**config.mk**
```make
export PLATFORM = sky130hd
export DESIGN_NAME = activation_control_flat
export DESIGN_NICKNAME = d
export VERILOG_FILES = /design/src/rtl/activation_control_if.sv /design/src/rtl/activation_control.sv /design/src/flat_wrapper.sv
export SDC_FILE = /design/constraint.sdc
export NUM_CORES = 1
export LEC_CHECK = 0
export ABC_AREA = 0
export CAP_MARGIN = 40
export CORE_ASPECT_RATIO = 0.75
export CORE_UTILIZATION = 41
export CTS_CLUSTER_DIAMETER = 60
export DETAILED_ROUTE_END_ITERATION = 10
export PLACE_DENSITY = 0.62
export REMOVE_ABC_BUFFERS = 1
export SLEW_MARGIN = 10
export SYNTH_ARGS = -nofsm -noshare
export SYNTH_HDL_FRONTEND = slang
export SYNTH_SLANG_ARGS = --single-unit
```
**constraint.sdc**
```tcl
create_clock -name clk -period 11.2 [get_ports clk]
set_input_delay 2.24 -clock clk [delete_from_list [all_inputs] [get_ports clk]]
set_output_delay 2.24 -clock clk [all_outputs]
set_load 0.02 [all_outputs]
```
**src/rtl/activation_control_if.sv**
```systemverilog
// Instruction handshake between the issue logic and the activation sequencer.
// The issue side holds an instruction on these signals until busy is low.
interface activation_control_if #(
  parameter int unsigned ACC_ADDR_WIDTH    = 9,
  parameter int unsigned BUFFER_ADDR_WIDTH = 24,
  parameter int unsigned LENGTH_WIDTH      = 32,
  parameter int unsigned ACT_WIDTH         = 4
);
  logic                         instr_valid;
  logic [ACC_ADDR_WIDTH-1:0]    instr_acc_addr;
  logic [BUFFER_ADDR_WIDTH-1:0] instr_buf_addr;
  logic [LENGTH_WIDTH-1:0]      instr_length;
  logic [ACT_WIDTH-1:0]         instr_activation;
  logic                         instr_signed;
  logic                         busy;

  modport master (
    output instr_valid, instr_acc_addr, instr_buf_addr, instr_length,
           instr_activation, instr_signed,
    input  busy
  );

  modport slave (
    input  instr_valid, instr_acc_addr, instr_buf_addr, instr_length,
           instr_activation, instr_signed,
    output busy
  );
endinterface

```
**src/rtl/activation_control.sv**
```systemverilog
// Activation-stage sequencer: streams accumulator row reads and emits the
// matching unified-buffer writes after a fixed activation pipeline latency.
module activation_control #(
  parameter int unsigned MATRIX_WIDTH      = 14,
  parameter int unsigned ACC_ADDR_WIDTH    = 9,
  parameter int unsigned BUFFER_ADDR_WIDTH = 24,
  parameter int unsigned LENGTH_WIDTH      = 32,
  parameter int unsigned PIPE_LATENCY      = 4,
  parameter int unsigned ACT_WIDTH         = 4
) (
  input  logic                         clk,
  input  logic                         rst,
  input  logic                         enable,
  activation_control_if.slave          instr,
  output logic                         resource_busy,
  output logic                         acc_read_enable,
  output logic [ACC_ADDR_WIDTH-1:0]    acc_read_address,
  output logic [ACT_WIDTH-1:0]         activation_function,
  output logic                         signed_not_unsigned,
  output logic                         buffer_write_enable,
  output logic [BUFFER_ADDR_WIDTH-1:0] buffer_write_address
);

  if (PIPE_LATENCY < 1 || PIPE_LATENCY > 8 || MATRIX_WIDTH == 0) begin : g_bad_params
    $error("activation_control: PIPE_LATENCY must be 1..8 and MATRIX_WIDTH nonzero");
  end

  // Bits of the valid pipe that are still inside it after one more shift.
  localparam logic [PIPE_LATENCY-1:0] SHIFT_MASK = {PIPE_LATENCY{1'b1}} >> 1;

  typedef enum logic [1:0] {
    IDLE  = 2'd0,
    READ  = 2'd1,
    DRAIN = 2'd2
  } state_t;

  state_t                       state;
  logic [LENGTH_WIDTH-1:0]      rows_left;
  logic                         rd_q;
  logic [ACC_ADDR_WIDTH-1:0]    rd_addr_q;
  logic [BUFFER_ADDR_WIDTH-1:0] buf_addr_q;
  logic                         busy_q;
  logic                         res_busy_q;
  logic [ACT_WIDTH-1:0]         act_q;
  logic                         sgn_q;
  logic [PIPE_LATENCY-1:0]      pipe_v;
  logic [BUFFER_ADDR_WIDTH-1:0] pipe_a [PIPE_LATENCY];
  logic                         drained_c;

  // Nothing valid will remain in the pipe after the next shift.
  assign drained_c = ((pipe_v & SHIFT_MASK) == '0) && !rd_q;

  always_ff @(posedge clk) begin
    if (rst) begin
      state      <= IDLE;
      rows_left  <= '0;
      rd_q       <= 1'b0;
      rd_addr_q  <= '0;
      buf_addr_q <= '0;
      busy_q     <= 1'b0;
      res_busy_q <= 1'b0;
      act_q      <= '0;
      sgn_q      <= 1'b0;
      pipe_v     <= '0;
      for (int i = 0; i < int'(PIPE_LATENCY); i++) begin
        pipe_a[i] <= '0;
      end
    end else if (enable) begin
      // Latency pipe: the row read this cycle becomes a write PIPE_LATENCY cycles later.
      for (int i = int'(PIPE_LATENCY) - 1; i > 0; i--) begin
        pipe_v[i] <= pipe_v[i-1];
        pipe_a[i] <= pipe_a[i-1];
      end
      pipe_v[0] <= rd_q;
      pipe_a[0] <= buf_addr_q;

      case (state)
        IDLE: begin
          if (instr.instr_valid && (instr.instr_length != '0)) begin
            state      <= READ;
            rows_left  <= instr.instr_length - LENGTH_WIDTH'(1);
            rd_q       <= 1'b1;
            rd_addr_q  <= instr.instr_acc_addr;
            buf_addr_q <= instr.instr_buf_addr;
            busy_q     <= 1'b1;
            res_busy_q <= 1'b1;
            act_q      <= instr.instr_activation;
            sgn_q      <= instr.instr_signed;
          end
        end
        READ: begin
          if (rows_left == '0) begin
            state      <= DRAIN;
            rd_q       <= 1'b0;
            res_busy_q <= 1'b0;
          end else begin
            rows_left  <= rows_left - LENGTH_WIDTH'(1);
            rd_addr_q  <= rd_addr_q + ACC_ADDR_WIDTH'(1);
            buf_addr_q <= buf_addr_q + BUFFER_ADDR_WIDTH'(1);
          end
        end
        DRAIN: begin
          if (drained_c) begin
            state  <= IDLE;
            busy_q <= 1'b0;
          end
        end
        default: begin
          state      <= IDLE;
          rd_q       <= 1'b0;
          busy_q     <= 1'b0;
          res_busy_q <= 1'b0;
        end
      endcase
    end
  end

  // Strobes are suppressed while stalled so a frozen row is never counted twice.
  assign acc_read_enable      = rd_q & enable;
  assign acc_read_address     = rd_addr_q;
  assign buffer_write_enable  = pipe_v[PIPE_LATENCY-1] & enable;
  assign buffer_write_address = pipe_a[PIPE_LATENCY-1];
  assign resource_busy        = res_busy_q;
  assign activation_function  = act_q;
  assign signed_not_unsigned  = sgn_q;
  assign instr.busy           = busy_q;

endmodule

```
**src/flat_wrapper.sv**
```systemverilog
// flat-port wrapper written by rule: the top's interface ports become plain ports
module activation_control_flat 
#(
  parameter int unsigned MATRIX_WIDTH      = 14,
  parameter int unsigned ACC_ADDR_WIDTH    = 9,
  parameter int unsigned BUFFER_ADDR_WIDTH = 24,
  parameter int unsigned LENGTH_WIDTH      = 32,
  parameter int unsigned PIPE_LATENCY      = 4,
  parameter int unsigned ACT_WIDTH         = 4
)
  (clk, rst, enable, resource_busy, acc_read_enable, acc_read_address, activation_function, signed_not_unsigned, buffer_write_enable, buffer_write_address, instr_instr_valid, instr_instr_acc_addr, instr_instr_buf_addr, instr_instr_length, instr_instr_activation, instr_instr_signed, instr_busy);
  activation_control_if #(.ACC_ADDR_WIDTH(ACC_ADDR_WIDTH), .BUFFER_ADDR_WIDTH(BUFFER_ADDR_WIDTH), .LENGTH_WIDTH(LENGTH_WIDTH), .ACT_WIDTH(ACT_WIDTH)) instr_i ();
  input  logic clk;
  input  logic rst;
  input  logic enable;
  output logic resource_busy;
  output logic acc_read_enable;
  output logic [ACC_ADDR_WIDTH-1:0] acc_read_address;
  output logic [ACT_WIDTH-1:0] activation_function;
  output logic signed_not_unsigned;
  output logic buffer_write_enable;
  output logic [BUFFER_ADDR_WIDTH-1:0] buffer_write_address;
  input wire logic [$bits(instr_i.instr_valid)-1:0] instr_instr_valid;
  input wire logic [$bits(instr_i.instr_acc_addr)-1:0] instr_instr_acc_addr;
  input wire logic [$bits(instr_i.instr_buf_addr)-1:0] instr_instr_buf_addr;
  input wire logic [$bits(instr_i.instr_length)-1:0] instr_instr_length;
  input wire logic [$bits(instr_i.instr_activation)-1:0] instr_instr_activation;
  input wire logic [$bits(instr_i.instr_signed)-1:0] instr_instr_signed;
  output wire logic [$bits(instr_i.busy)-1:0] instr_busy;
  assign instr_i.instr_valid = instr_instr_valid;
  assign instr_i.instr_acc_addr = instr_instr_acc_addr;
  assign instr_i.instr_buf_addr = instr_instr_buf_addr;
  assign instr_i.instr_length = instr_instr_length;
  assign instr_i.instr_activation = instr_instr_activation;
  assign instr_i.instr_signed = instr_instr_signed;
  assign instr_busy = instr_i.busy;
  activation_control #(.MATRIX_WIDTH(MATRIX_WIDTH), .ACC_ADDR_WIDTH(ACC_ADDR_WIDTH), .BUFFER_ADDR_WIDTH(BUFFER_ADDR_WIDTH), .LENGTH_WIDTH(LENGTH_WIDTH), .PIPE_LATENCY(PIPE_LATENCY), .ACT_WIDTH(ACT_WIDTH)) u_core (.clk(clk), .rst(rst), .enable(enable), .instr(instr_i), .resource_busy(resource_busy), .acc_read_enable(acc_read_enable), .acc_read_address(acc_read_address), .activation_function(activation_function), .signed_not_unsigned(signed_not_unsigned), .buffer_write_enable(buffer_write_enable), .buffer_write_address(buffer_write_address));
endmodule
```
==> flow_summary.yaml, run 1 <==
# implementation run metrics
run_status:
  status: "finished clean"
final_layout:
  num_antenna_cells: 0
  clk_share_pct: 5.472
  fill_cells: 1973
  drive_gt1_share_pct: 6.365
setup_path:
  max_stage_delay_ns: 0.65
  cp-start-kind: "input pin"
  cp_max_fo: 37
  rr_endpoint: "u_core.rows_left[24]"
  crit_type: "input pin to primary output"
  crit_end: "acc_read_enable"
  worstPathRequired_ns: 8.96
synth:
  top_area_cell: "edfxtp_1"
  synthTopLogicFamily: "simple AND/OR/NAND/NOR gates"
  ys_warn_count: 0
  simple_gate_area_share_pct: 25.39
floorplanning:
  core_um2: 21470
  chipHeight_um: 131.1
drt:
  routedWlPerCell_um: 17.57
  drt_pass1_iterations: 7
  remaining_drc_errors: 0
  wl_met3_mm: 1.854
timing:
  timing.hold.ws_ns: 0.4890
  setup_violations: 0
  rsz0062_at_grt: "false"
place:
  place_congestion: 0.8997
pwr:
  p_comb_uw: 275
  power_leader: "sequential cells"
  p_seq_share_pct: 46.0
worst_hold_path:
  hold_class: "flop to flop"
  hold_depth: 2
grt:
  grtUsageMet2_pct: 30.64
  grt_most_used_layer: "met1"
clocking:
  clock-sinks: 174
Figure 1. Met4 routing (run 1).
Supply wires on this layer in gray.
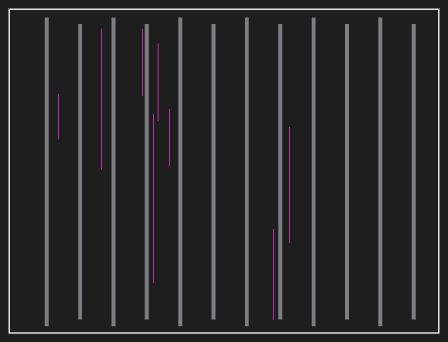
nets with wire on the layer: 7
main direction: vertical

Figure 2. Routed clock nets over the placement (run 1).
Bar = 50 um.
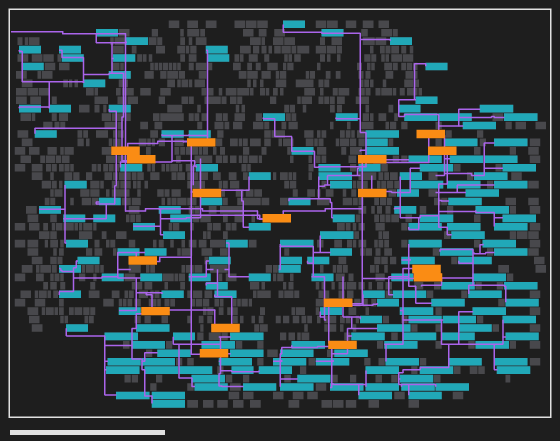
legend:
  orange:
    item: clock-net drivers
    count: 17
  purple:
    item: clock wires
    length: 2260 um
  cyan:
    item: flip-flops
    count: 174
routed clock nets: 18
flops lie: all over the die

Figure 3. Register map, names as in the netlist (run 1).
Other sequential cells in the stronger gray, the rest of the logic in the fainter gray.
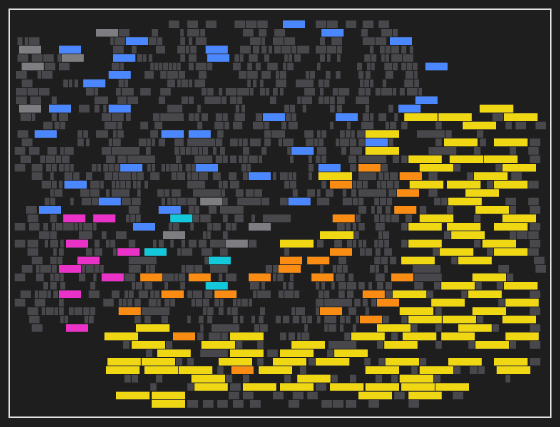
legend:
  orange:
    signal: u_core.buf_addr_q
    flops: 24
  cyan:
    signal: u_core.pipe_v
    flops: 4
  blue:
    signal: u_core.rows_left
    flops: 32
  magenta:
    signal: u_core.acc_read_address
    flops: 9
    where: left middle
  yellow:
    signal: u_core.pipe_a
    flops: 96
not colored: 9

Figure 4. Clock nets (run 1).
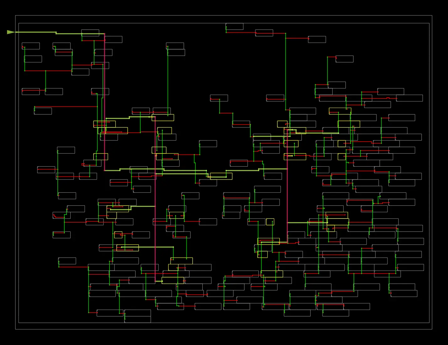
clk_lat worst skew: 0.44 ns
Worst Skew: 0.01460 ns
Flops: 174

Figure 5. Sizing map (run 1).
Bar = 50 um.
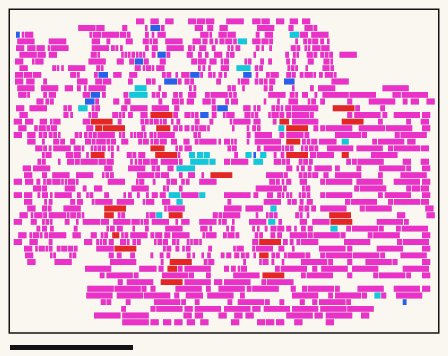

## Run 2: what changed since run 1
--- a/config.mk
+++ b/config.mk
@@ -11,7 +11,7 @@
 export CORE_UTILIZATION = 41
 export CTS_CLUSTER_DIAMETER = 60
 export DETAILED_ROUTE_END_ITERATION = 10
-export PLACE_DENSITY = 0.62
+export PLACE_DENSITY = 0.64
 export REMOVE_ABC_BUFFERS = 1
 export SLEW_MARGIN = 10
 export SYNTH_ARGS = -nofsm -noshare
==> constraint.sdc (replaced) <==
create_clock -name clk -period 4.89 [get_ports clk]
set_input_delay 0.978 -clock clk [delete_from_list [all_inputs] [get_ports clk]]
set_output_delay 0.978 -clock clk [all_outputs]
set_load 0.02 [all_outputs]
Figure 6. Sizing map (run 2).
Bar = 50 um.
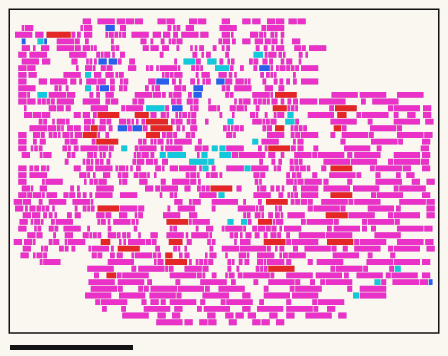
legend:
  magenta:
    size: x1 and smaller
    cells: 1015
    most_used: nor2_1
  cyan:
    size: x3 and x4
    cells: 30
    most_used: buf_4
  blue:
    size: x2
    cells: 15
    most_used: mux2_2
  red:
    size: x6 and larger
    cells: 33
    most_used: clkbuf_16

==> run 2 against run 1 <==
Against the previous run: cell area up 1.2%; largest cell class unchanged; worst hold slack worse by 0.018 ns; critical path depth is 7 higher; setup slack worse by 4.1 ns; power rose by 140%; sequential cell count stayed put; clock-buffer cell count unchanged; sequential share of layout area shrank 0.50 points; via count up 0.27%.
==> flow_summary.yaml, run 2 <==
# implementation run metrics
run_status:
  status: "finished clean"
timing:
  fin_skew_ns: 0.009668
  setup_violations: 0
  rsz0062_at_grt: "false"
  timing.hold.ws_ns: 0.4713
worst_hold_path:
  hold_depth: 2
synth:
  synthTopLogicFamily: "simple AND/OR/NAND/NOR gates"
  top_area_cell: "edfxtp_1"
  ys_warn_count: 0
  simple_gate_area_share_pct: 25.39
floorplanning:
  chipHeight_um: 131.1
  core_um2: 21470
final_layout:
  ff_count: 174
  num_antenna_cells: 0
  clk_share_pct: 5.853
setup_path:
  cp-start-kind: "input pin"
  worstPathRequired_ns: 5.27
  cp_max_fo: 9
  crit_type: "input pin to flop"
  rr_endpoint: "u_core.rows_left[24]"
pwr:
  p_seq_share_pct: 44.5
drt:
  routedWlPerCell_um: 17.67
  wl_met3_mm: 1.989
  remaining_drc_errors: 0
place:
  place_congestion: 0.9060
Figure 7. Routed clock nets over the placement (run 2).
Bar = 50 um.
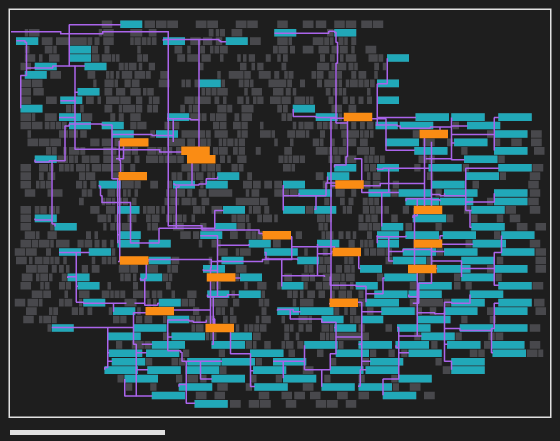
legend:
  orange:
    item: clock-net drivers
    count: 17
  purple:
    item: clock wires
    length: 2270 um
  cyan:
    item: flip-flops
    count: 174
flops lie: all over the die

Power is estimated from default activity; no workload was simulated.
